==> config.mk <==
export PLATFORM = sky130hd
export DESIGN_NAME = stream_arb2
export DESIGN_NICKNAME = d
export VERILOG_FILES = /design/src/rtl/brief_stream_pkg.sv /design/src/rtl/stream_reg.sv /design/src/rtl/stream_arb2.sv
export SDC_FILE = /design/constraint.sdc
export NUM_CORES = 1
export LEC_CHECK = 0
export CAP_MARGIN = 10
export CORE_UTILIZATION = 55
export CTS_CLUSTER_SIZE = 24
export DETAILED_ROUTE_END_ITERATION = 10
export DONT_BUFFER_PORTS = 1
export PLACE_DENSITY = 0.69
export SYNTH_ARGS = -nofsm -noshare
export SYNTH_HDL_FRONTEND = slang
export SYNTH_SLANG_ARGS = --single-unit
==> constraint.sdc <==
create_clock -name clk -period 1.66 [get_ports clk]
set_input_delay 0.249 -clock clk [delete_from_list [all_inputs] [get_ports clk]]
set_output_delay 0.249 -clock clk [all_outputs]
set_load 0.01 [all_outputs]
==> src/rtl/brief_stream_pkg.sv <==
// Shared types for the two-source stream arbiter: arbiter states and source encodings.
package brief_stream_pkg;

  typedef enum logic [1:0] {IDLE, LOCK_A, LOCK_B} arb_state_e;

  localparam logic SRC_A = 1'b0;
  localparam logic SRC_B = 1'b1;

endpackage

==> src/rtl/stream_reg.sv <==
// Single-entry valid/ready output register carrying payload, last flag and source select.
module stream_reg #(
  parameter int unsigned DATA_W = 8
) (
  input  logic              clk,
  input  logic              rst_n,
  input  logic              load,
  input  logic [DATA_W-1:0] in_data,
  input  logic              in_last,
  input  logic              in_sel,
  input  logic              out_ready,
  output logic              slot_free,
  output logic              out_valid,
  output logic [DATA_W-1:0] out_data,
  output logic              out_last,
  output logic              out_sel
);

  logic              valid_q;
  logic [DATA_W-1:0] data_q;
  logic              last_q;
  logic              sel_q;

  // The slot may be reloaded in the same cycle the held beat drains.
  assign slot_free = ~valid_q | out_ready;

  always_ff @(posedge clk or negedge rst_n) begin
    if (!rst_n) begin
      valid_q <= 1'b0;
      data_q  <= '0;
      last_q  <= 1'b0;
      sel_q   <= 1'b0;
    end else begin
      valid_q <= load | (valid_q & ~out_ready);
      if (load) begin
        data_q <= in_data;
        last_q <= in_last;
        sel_q  <= in_sel;
      end
    end
  end

  assign out_valid = valid_q;
  assign out_data  = data_q;
  assign out_last  = last_q;
  assign out_sel   = sel_q;

endmodule

==> src/rtl/stream_arb2.sv <==
// Packet-aware round-robin arbiter for two streams; grant is held until a `last` beat is accepted.
module stream_arb2 #(
  parameter int unsigned DATA_W = 8
) (
  input  logic              clk,
  input  logic              rst_n,
  input  logic              a_valid,
  output logic              a_ready,
  input  logic [DATA_W-1:0] a_data,
  input  logic              a_last,
  input  logic              b_valid,
  output logic              b_ready,
  input  logic [DATA_W-1:0] b_data,
  input  logic              b_last,
  output logic              out_valid,
  input  logic              out_ready,
  output logic [DATA_W-1:0] out_data,
  output logic              out_last,
  output logic              out_sel
);

  import brief_stream_pkg::*;

  arb_state_e state_q, state_d;
  logic       rr_q, rr_d;
  logic       grant_a, grant_b;
  logic       acc_a, acc_b;
  logic       slot_free;

  always_ff @(posedge clk or negedge rst_n) begin
    if (!rst_n) begin
      state_q <= IDLE;
      rr_q    <= SRC_A;
    end else begin
      state_q <= state_d;
      rr_q    <= rr_d;
    end
  end

  always_comb begin
    state_d = state_q;
    rr_d    = rr_q;
    grant_a = 1'b0;
    grant_b = 1'b0;
    unique case (state_q)
      IDLE: begin
        grant_a = a_valid & (~b_valid | (rr_q == SRC_A));
        grant_b = b_valid & ~grant_a;
      end
      LOCK_A:  grant_a = 1'b1;
      LOCK_B:  grant_b = 1'b1;
      default: ;
    endcase
    acc_a = a_valid & grant_a & slot_free;
    acc_b = b_valid & grant_b & slot_free;
    // Pointer only moves when a packet completes, favouring the other source next.
    if (acc_a) begin
      if (a_last) begin
        state_d = IDLE;
        rr_d    = SRC_B;
      end else begin
        state_d = LOCK_A;
      end
    end else if (acc_b) begin
      if (b_last) begin
        state_d = IDLE;
        rr_d    = SRC_A;
      end else begin
        state_d = LOCK_B;
      end
    end
  end

  assign a_ready = grant_a & slot_free;
  assign b_ready = grant_b & slot_free;

  stream_reg #(
    .DATA_W (DATA_W)
  ) u_out_reg (
    .clk       (clk),
    .rst_n     (rst_n),
    .load      (acc_a | acc_b),
    .in_data   (acc_b ? b_data : a_data),
    .in_last   (acc_b ? b_last : a_last),
    .in_sel    (acc_b ? SRC_B : SRC_A),
    .out_ready (out_ready),
    .slot_free (slot_free),
    .out_valid (out_valid),
    .out_data  (out_data),
    .out_last  (out_last),
    .out_sel   (out_sel)
  );

endmodule
**Routing congestion map**

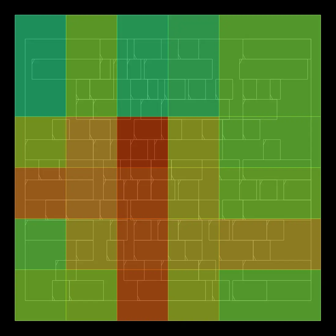
busiest metal layer after global routing: met2
All-Layer GR Usage: 29.7%
M1 GR Usage: 37.7%
Final Util: 67.9%

**I/O nets highlighted**

(10 px per um)
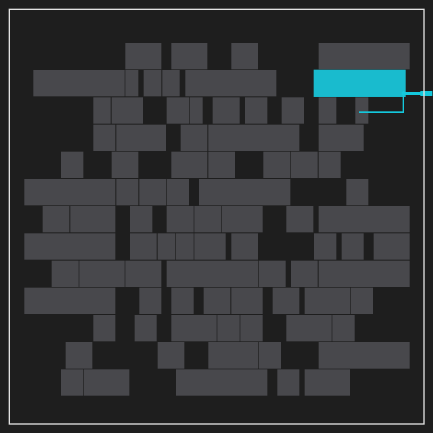
[`out_sel`] cyan | bits: 1 | direction: output | end cells: 1 | buffers: 0 | wire: 8.00 um

**Where the registers sit**

(6 px per um)
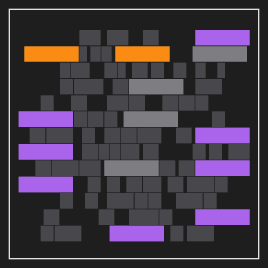
[`state_q`] orange | flops: 2
[`u_out_reg.out_data`] purple | flops: 8
not coloured: 4

**Ports around the boundary**

(6 px per um) Pins as bars across the die edge, other pins in grey.
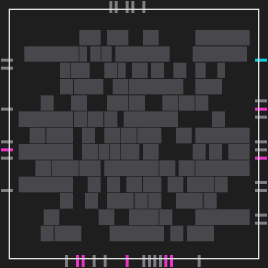
[`out_sel`] cyan | pins: 1 | direction: output | edge: east
[`a_data`] magenta | pins: 8 | direction: input | edge: 5 south, 2 east, 1 west
all pins by edge: 13 south, 11 east, 7 west, 5 north

==> results.py <==
# Metrics from the implementation run
metrics = {
    "logic_synthesis": {
        "yosys_most_used_dff": "dfrtp_1",
        "synth_cell_types": 26,
        "synthSimpleGateAreaFrac_pct": 26.5,
        "ys_sh_aoi_pct": 25.4,
        "synth_largest_type_area_fraction_pct": 41.2,
    },
    "floorplan": {
        "die-area_um2": 1710,
        "fp.dieW_um": 41.3,
    },
    "sta": {
        "maxSlewHeadroom_pct": 56.5,
    },
    "drt": {
        "wl_met3_um": 193,
    },
    "final_layout": {
        "logic_area_um2": 459,
        "buffer_area_share_pct": 5.94,
    },
    "clock_network": {
        "cts_tree": "done",
        "worstSkewPairLatency_ps": 280,
    },
    "setup_path": {
        "critPathCapture": "rr_q",
        "cp_data_required_time_ps": 1840,
        "r2r_start": "state_q[0]",
    },
    "placement": {
        "dp_hpwl_mm": 1.45,
    },
    "pwr": {
        "p_int_mw": 1.01,
        "seq_cell_power_uw": 725,
    },
    "grt": {
        "grt_pass1_vias": 711,
    },
    "outcome": {
        "status": "finished, final reports clean",
    },
}
Power and IR drop assume default switching activity.
